File: src/rtl/anim_datapath_pkg.sv
// ---------------------------------------------------------------------------
// anim_pkg: constants shared by the LED-animation sequencer and its datapath.
//   - ALU opcodes   ALU_ADD .. ALU_AND (3 bits)
//   - Write-data select codes WD_IMM, WD_INIT, WD_ALU, WD_ZERO (2 bits)
//   - Register index names used by the animation program
// ---------------------------------------------------------------------------
package anim_pkg;

    localparam logic [2:0] ALU_ADD = 3'b000;
    localparam logic [2:0] ALU_SUB = 3'b001;
    localparam logic [2:0] ALU_OR  = 3'b010;
    localparam logic [2:0] ALU_SLT = 3'b011;
    localparam logic [2:0] ALU_SLL = 3'b100;
    localparam logic [2:0] ALU_SRL = 3'b101;
    localparam logic [2:0] ALU_XOR = 3'b110;
    localparam logic [2:0] ALU_AND = 3'b111;

    localparam logic [1:0] WD_IMM  = 2'b00;
    localparam logic [1:0] WD_INIT = 2'b01;
    localparam logic [1:0] WD_ALU  = 2'b10;
    localparam logic [1:0] WD_ZERO = 2'b11;

    localparam logic [2:0] R_LED   = 3'd0;
    localparam logic [2:0] R_BOUND = 3'd1;
    localparam logic [2:0] R_DELAY = 3'd2;
    localparam logic [2:0] R_MASK  = 3'd3;
    localparam logic [2:0] R_SHIFT = 3'd4;

endpackage

File: src/rtl/anim_datapath_if.sv
// ---------------------------------------------------------------------------
// anim_datapath_if: control/status bundle between the animation sequencer
// (master) and the execution datapath (slave).
//   master drives : ra1, ra2, rf_we, wa, imm, wd_sel, alu_op, ld_we,
//                   c_enable, c_limit_we, c_reset
//   slave drives  : isZero, limit_reached
// ---------------------------------------------------------------------------
interface anim_datapath_if;
    logic [2:0]  ra1;
    logic [2:0]  ra2;
    logic        rf_we;
    logic [2:0]  wa;
    logic [31:0] imm;
    logic [1:0]  wd_sel;
    logic [2:0]  alu_op;
    logic        ld_we;
    logic        c_enable;
    logic        c_limit_we;
    logic        c_reset;
    logic        isZero;
    logic        limit_reached;

    modport master (
        output ra1, ra2, rf_we, wa, imm, wd_sel, alu_op, ld_we,
               c_enable, c_limit_we, c_reset,
        input  isZero, limit_reached
    );

    modport slave (
        input  ra1, ra2, rf_we, wa, imm, wd_sel, alu_op, ld_we,
               c_enable, c_limit_we, c_reset,
        output isZero, limit_reached
    );
endinterface

File: src/rtl/anim_datapath_alu.sv
// ---------------------------------------------------------------------------
// anim_alu: purely combinational 32-bit ALU, carry/overflow discarded.
//   a, b   : operands
//   op     : ALU_* opcode from anim_pkg
//   result : operation result
//   zero   : result == 0
// ---------------------------------------------------------------------------
module anim_alu
    import anim_pkg::*;
(
    input  logic [31:0] a,
    input  logic [31:0] b,
    input  logic [2:0]  op,
    output logic [31:0] result,
    output logic        zero
);

    always_comb begin
        result = '0;
        unique case (op)
            ALU_ADD: result = a + b;
            ALU_SUB: result = a - b;
            ALU_OR:  result = a | b;
            ALU_SLT: result = {31'b0, (a < b)};   // unsigned compare
            ALU_SLL: result = a << b[4:0];
            ALU_SRL: result = a >> b[4:0];
            ALU_XOR: result = a ^ b;
            ALU_AND: result = a & b;
            default: result = '0;
        endcase
    end

    assign zero = (result == '0);

endmodule

File: src/rtl/anim_datapath.sv
// ---------------------------------------------------------------------------
// anim_datapath: execution datapath of the LED-animation sequencer.
// 8x32 register file (2 combinational read ports, 1 write port), ALU,
// LED output register and 32-bit frame-delay counter with limit.
//
// Parameters : LED_W (LED register width, <= 32), INIT_PATTERN (wd_sel=01 data)
// Ports      : clk, reset (async, active-high)
//              ctrl   - anim_datapath_if.slave (controls in, isZero/limit_reached out)
//              leds   - LED register
// Optional   : ANIM_DP_DBG_EN adds dbg_ra (in), dbg_rd = R[dbg_ra] and
//              dbg_count = count (out).
// ---------------------------------------------------------------------------
module anim_datapath
    import anim_pkg::*;
#(
    parameter int          LED_W        = 8,
    parameter logic [31:0] INIT_PATTERN = 32'h1
) (
    input  logic             clk,
    input  logic             reset,
    anim_datapath_if.slave   ctrl,
`ifdef ANIM_DP_DBG_EN
    input  logic [2:0]       dbg_ra,
    output logic [31:0]      dbg_rd,
    output logic [31:0]      dbg_count,
`endif
    output logic [LED_W-1:0] leds
);

    logic [31:0]      rf_reg [8];
    logic [31:0]      rd1;
    logic [31:0]      rd2;
    logic [31:0]      alu_result;
    logic             alu_zero;
    logic [31:0]      wd_next;
    logic [LED_W-1:0] leds_reg;
    logic [31:0]      count_reg;
    logic [31:0]      limit_reg;

    // Reads are combinational from the current array contents, so a read of
    // the register being written returns the old value.
    assign rd1 = rf_reg[ctrl.ra1];
    assign rd2 = rf_reg[ctrl.ra2];

    anim_alu u_alu (
        .a      (rd1),
        .b      (rd2),
        .op     (ctrl.alu_op),
        .result (alu_result),
        .zero   (alu_zero)
    );

    always_comb begin
        wd_next = '0;
        unique case (ctrl.wd_sel)
            WD_IMM:  wd_next = ctrl.imm;
            WD_INIT: wd_next = INIT_PATTERN;
            WD_ALU:  wd_next = alu_result;
            WD_ZERO: wd_next = '0;
            default: wd_next = '0;
        endcase
    end

    // Register file: cleared by reset so the animation always starts from a
    // known state; none of the entries is hardwired.
    always_ff @(posedge clk or posedge reset) begin
        if (reset) begin
            for (int i = 0; i < 8; i++) begin
                rf_reg[i] <= '0;
            end
        end else if (ctrl.rf_we) begin
            rf_reg[ctrl.wa] <= wd_next;
        end
    end

    always_ff @(posedge clk or posedge reset) begin
        if (reset) begin
            leds_reg <= '0;
        end else if (ctrl.ld_we) begin
            leds_reg <= rd1[LED_W-1:0];
        end
    end

    // Delay counter. The increment guard uses the limit as it was before this
    // edge, so a simultaneous limit load does not affect the current step.
    always_ff @(posedge clk or posedge reset) begin
        if (reset) begin
            count_reg <= '0;
            limit_reg <= '0;
        end else begin
            if (ctrl.c_reset) begin
                count_reg <= '0;
            end else if (ctrl.c_enable && (count_reg != limit_reg)) begin
                count_reg <= count_reg + 32'd1;
            end
            if (ctrl.c_limit_we) begin
                limit_reg <= rd1;
            end
        end
    end

    assign ctrl.isZero        = alu_zero;
    assign ctrl.limit_reached = (count_reg == limit_reg);
    assign leds               = leds_reg;

`ifdef ANIM_DP_DBG_EN
    assign dbg_rd    = rf_reg[dbg_ra];
    assign dbg_count = count_reg;
`endif

endmodule

File: src/flat_wrapper.sv
// flat-port wrapper written by rule: the top's interface ports become plain ports
module anim_datapath_flat import anim_pkg::*;
#(
    parameter int          LED_W        = 8,
    parameter logic [31:0] INIT_PATTERN = 32'h1
)
  (clk, reset, leds, ctrl_ra1, ctrl_ra2, ctrl_rf_we, ctrl_wa, ctrl_imm, ctrl_wd_sel, ctrl_alu_op, ctrl_ld_we, ctrl_c_enable, ctrl_c_limit_we, ctrl_c_reset, ctrl_isZero, ctrl_limit_reached);
  anim_datapath_if ctrl_i ();
  input  logic clk;
  input  logic reset;
  output logic [LED_W-1:0] leds;
  input wire logic [$bits(ctrl_i.ra1)-1:0] ctrl_ra1;
  input wire logic [$bits(ctrl_i.ra2)-1:0] ctrl_ra2;
  input wire logic [$bits(ctrl_i.rf_we)-1:0] ctrl_rf_we;
  input wire logic [$bits(ctrl_i.wa)-1:0] ctrl_wa;
  input wire logic [$bits(ctrl_i.imm)-1:0] ctrl_imm;
  input wire logic [$bits(ctrl_i.wd_sel)-1:0] ctrl_wd_sel;
  input wire logic [$bits(ctrl_i.alu_op)-1:0] ctrl_alu_op;
  input wire logic [$bits(ctrl_i.ld_we)-1:0] ctrl_ld_we;
  input wire logic [$bits(ctrl_i.c_enable)-1:0] ctrl_c_enable;
  input wire logic [$bits(ctrl_i.c_limit_we)-1:0] ctrl_c_limit_we;
  input wire logic [$bits(ctrl_i.c_reset)-1:0] ctrl_c_reset;
  output wire logic [$bits(ctrl_i.isZero)-1:0] ctrl_isZero;
  output wire logic [$bits(ctrl_i.limit_reached)-1:0] ctrl_limit_reached;
  assign ctrl_i.ra1 = ctrl_ra1;
  assign ctrl_i.ra2 = ctrl_ra2;
  assign ctrl_i.rf_we = ctrl_rf_we;
  assign ctrl_i.wa = ctrl_wa;
  assign ctrl_i.imm = ctrl_imm;
  assign ctrl_i.wd_sel = ctrl_wd_sel;
  assign ctrl_i.alu_op = ctrl_alu_op;
  assign ctrl_i.ld_we = ctrl_ld_we;
  assign ctrl_i.c_enable = ctrl_c_enable;
  assign ctrl_i.c_limit_we = ctrl_c_limit_we;
  assign ctrl_i.c_reset = ctrl_c_reset;
  assign ctrl_isZero = ctrl_i.isZero;
  assign ctrl_limit_reached = ctrl_i.limit_reached;
  anim_datapath #(.LED_W(LED_W), .INIT_PATTERN(INIT_PATTERN)) u_core (.clk(clk), .reset(reset), .ctrl(ctrl_i), .leds(leds));
endmodule
File: config.mk
export PLATFORM = sky130hd
export DESIGN_NAME = anim_datapath_flat
export DESIGN_NICKNAME = d
export VERILOG_FILES = /design/src/rtl/anim_datapath_pkg.sv /design/src/rtl/anim_datapath_if.sv /design/src/rtl/anim_datapath_alu.sv /design/src/rtl/anim_datapath.sv /design/src/flat_wrapper.sv
export SDC_FILE = /design/constraint.sdc
export NUM_CORES = 1
export LEC_CHECK = 0
export CORE_MARGIN = 1.5
export CORE_UTILIZATION = 65
export DETAILED_ROUTE_END_ITERATION = 12
export PLACE_DENSITY_LB_ADDON = 0.08
export SETUP_SLACK_MARGIN = 0.1
export SLEW_MARGIN = 20
export SYNTH_ARGS = -nofsm -noshare
export SYNTH_HDL_FRONTEND = slang
export SYNTH_HIERARCHICAL = 1
export SYNTH_SLANG_ARGS = --single-unit
export TNS_END_PERCENT = 30
File: constraint.sdc
create_clock -name clk -period 27.4 [get_ports clk]
set_input_delay 5.48 -clock clk [delete_from_list [all_inputs] [get_ports clk]]
set_output_delay 5.48 -clock clk [all_outputs]
set_load 0.03 [all_outputs]
Fig. 1: gate-type map
Drawn at 1.5 px/um.
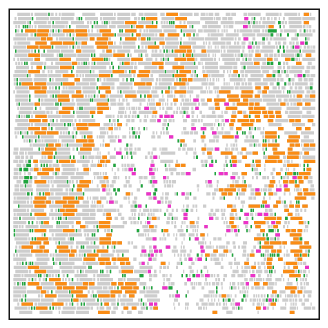
legend:
  NAND gates:
    color: green
    cells: 451
    where: spread over the die
  AND-OR and OR-AND gates:
    color: magenta
    cells: 95
  multiplexers:
    color: orange
    cells: 427
    where: spread over the die

Fig. 2: met3 routing
Drawn at 2 px/um.
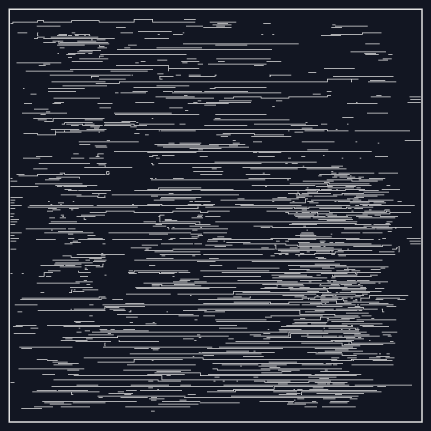
main direction: horizontal
longest straight run: 129 um
nets with wire on the layer: 531
Global Route met3 Usage: 16.90%
total wire length after detailed routing: 98680 um
total number of vias: 24810

Fig. 3: signal wires by layer
Drawn at 1.5 px/um.
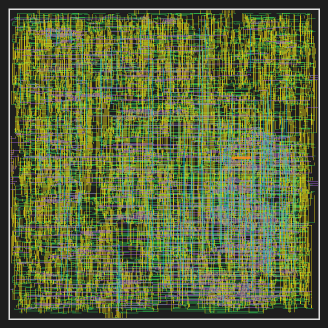
legend:
  metal 3:
    color: purple
    wire_length: 13600 um
  metal 1:
    color: green
    wire_length: 36.1 mm
  metal 5:
    color: orange
    wire_length: 11.0 um
  metal 2:
    color: yellow
    wire_length: 43.8 mm
  metal 4:
    color: cyan
    wire_length: 5200 um

Fig. 4: clock network drawn from the DEF
Drawn at 2 px/um.
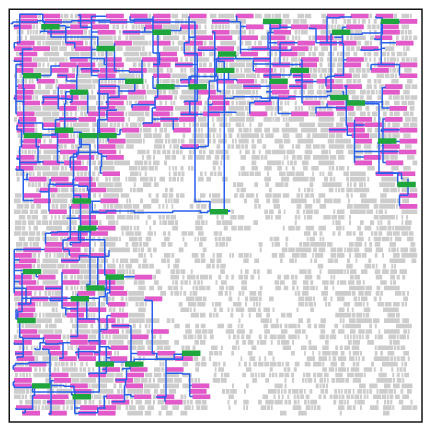
legend:
  flip-flops:
    color: magenta
    count: 328
  clock drivers:
    color: green
    count: 36
  clock wires:
    color: blue
    length: 3970 um
flops lie: spread over the die
routed clock nets: 37

Fig. 5: the clock network
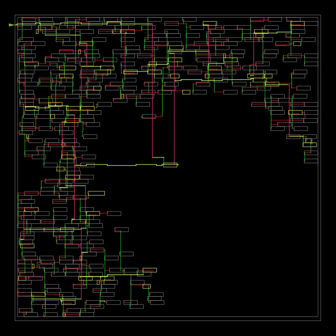
TritonCTS buffer count: 36
clock network power: 511 uW
clock buffer count in the final layout: 55
Worst Skew: 0.03628 ns
clock sink count: 328

==> notes.md <==
Main metrics from the flow reports.

The run finished with clean final reports. The first-pass GRT wire length came out at between 100000 and 150000 um. The gate count after technology mapping is around 2900. The initial utilization of the core area, before any placement, comes to about 66%.

The per-cell routed wire length came out at between 20 and 30 um. The register clock-pin slew on the reported worst setup and hold paths is ~0.060 ns. Among the non-sequential cells, multiplexers take the most area. Post-synth the commonest register cell is dfrtp_1. For this run, the top clock speed supported by timing is 0.05565 GHz. The number of flops mapped to enable cells by yosys came out at 0.

The count of maximum capacitance violations is 0. The placed instance count came out at around 3200. The final setup violation count is 0. The weighted congestion reported at the end of routability-driven placement came out at between 1 and 1.5. The synthesized netlist net count came out at 3026. The critical path goes through buf_4 > buf_4 > mux4_2 > mux2_4 > ha_1 > fa_1 > o21ba_1 > or4_1 > a2111oi_0 > o31ai_1 > o211ai_1 > o221a_2 > nor2_1 > nor3b_1 > nand4b_1 > nor4_2 > clkdlybuf4s50_1. The vias per cell is about 7.5.

For reference, the final report shows the max-slew violation count at 0. The via count of the first global-routing pass is around 24000. The first-iteration detailed-routing DRC count is between 3000 and 4000. The hold violation count in the final report came out at 0. The number of remaining DRC errors is 0. The complex-gate fraction of the synthesized area came out at approximately a fifth. In this run the count of I/O pins placed on the die edge is between 60 and 70. The number of setup buffers added after CTS came out at 0. The number of fill cells in the layout came out at between 3000 and 4000.

Per the final layout report, the fraction of cells sized above drive strength 1 comes to between 15 and 20%. The area reported by Yosys stat came out at between 20000 and 30000 um^2. The number of cells reported by Yosys stat comes to ~2900. The initial antenna violation count came out at 2. The reported leakage power came out at roughly 0.012 uW. The final cell count without fillers came out at about 3300. Per the detail_route log, met2 wirelength is roughly 44000 um. The number of hold buffers added after CTS came out at 0. The critical path in this run is classified as input pin to output port.

The share of flip-flops with an asynchronous set or reset after synthesis is 100.0%. The number of levels in the clock H-tree came out at 2. The number of unique standard cell types used by synthesis came out at around 97.

Of the total synthesized cell area, the portion taken by AND, OR, NAND and NOR gates is between 10% and 20%. According to the timing report, the arrival time at the worst endpoint equals between 10 and 15 ns. The detail route stage leaves a number of antenna-violating nets equal to 0. The number of nets in the layout came out at around 2900.
Yosys cell counts (all sizes together) (10+ instances only):
master / number
o31ai: 25
a21o: 18
nor2: 156
o221ai: 18
o21a: 11
or4: 11
o21ai: 342
a211oi: 29
nor3: 38
buf: 86
nor2b: 27
nand4: 26
a21oi: 137
mux4: 174
and3: 17
a31oi: 10
or2: 39
dfrtp: 328
inv: 111
ha: 98
xnor2: 44
a211o: 10
nor4: 18
nand3: 29
mux2i: 136
o22ai: 33
clkbuf: 177
nand2: 386
or3: 25
and2: 12
mux2: 117
a22oi: 10
o211ai: 24
where the power goes:
group          internal, uW  switching, uW  total, uW  leakage, uW
combinational           446            787       1230      0.00670
sequential              573           73.8        647      0.00438
clock                   307            205        511     0.000612
routing by layer:
| layer | global-route usage [%] | vias up |
|---|---|---|
| met5 | 0 | - |
| li1 | - | 10330 |
| met1 | 60.61 | 12250 |
| met4 | 21.58 | 2 |
| met3 | 16.90 | 381 |
| met2 | 70.11 | 1849 |
worst register-to-register path: stages, from the launching register on:
cell,delay (ns)
dfrtp_1,0.40
mux4_2,0.47
mux2_4,0.43
inv_1,0.13
buf_4,0.36
ha_1,0.46
o21ba_1,0.24
or4_1,0.52
a2111oi_0,0.96
o31ai_1,0.27
o211ai_1,0.47
nand2_1,0.12
a2111oi_0,0.53
or2_2,0.23
mux2i_1,0.11
or2_2,0.39
o21ai_0,0.21
cell type report:
class	count	share of cell area [%]
clock buffers	55	3.844
clock inverters	10	0.6069
inverters	113	1.535
multi-input cells	2169	59.74
flip-flops and latches	328	28.85
well taps	532	2.340
repair buffers	99	3.087
cell families (layout without fill, tap and decap cells):
kind of cell,count (synthesis),after routing
adders and majority gates,100,100
buffers and inverters,376,277
and+or+nand+nor,807,807
AOI/OAI and AO/OA,787,787
xor gates and xnor gates,48,48
muxes,427,427
DFF,328,328
worst paths after layout:
check / from / to / slack (ns) / cells past startpoint
worst max-delay path: ctrl_ra2[1] / ctrl_isZero / 9.43 / 17
worst min-delay path: u_core/rf_reg[179]$_DFFE_PP0P_ / u_core/rf_reg[179]$_DFFE_PP0P_ / 0.50 / 2
worst max register to register: u_core/rf_reg[130]$_DFFE_PP0P_ / u_core/rf_reg[188]$_DFFE_PP0P_ / 21.02 / 16
worst min register to register: u_core/rf_reg[179]$_DFFE_PP0P_ / u_core/rf_reg[179]$_DFFE_PP0P_ / 0.50 / 2
max in group asynchronous: reset / u_core/limit_reg[19]$_DFFE_PP0P_ / 20.43 / 3
min in group asynchronous: reset / u_core/rf_reg[88]$_DFFE_PP0P_ / 5.43 / 2
per-stage QoR:
step	power (uW)	utilization, %	area [um^2]	hold slack (ns)	setup slack (ns)
floorplan	1454	-	26680	0.4609	10.25
detailed placement	1807	66.86	27180	0.4856	9.559
CTS	2326	69.98	28440	0.4982	9.534
finish	2391	69.99	28450	0.5002	9.430
global route	2478	69.99	28450	0.5262	9.199
global placement	1781	66.86	27170	0.4725	9.601
Power and IR drop assume default switching activity.
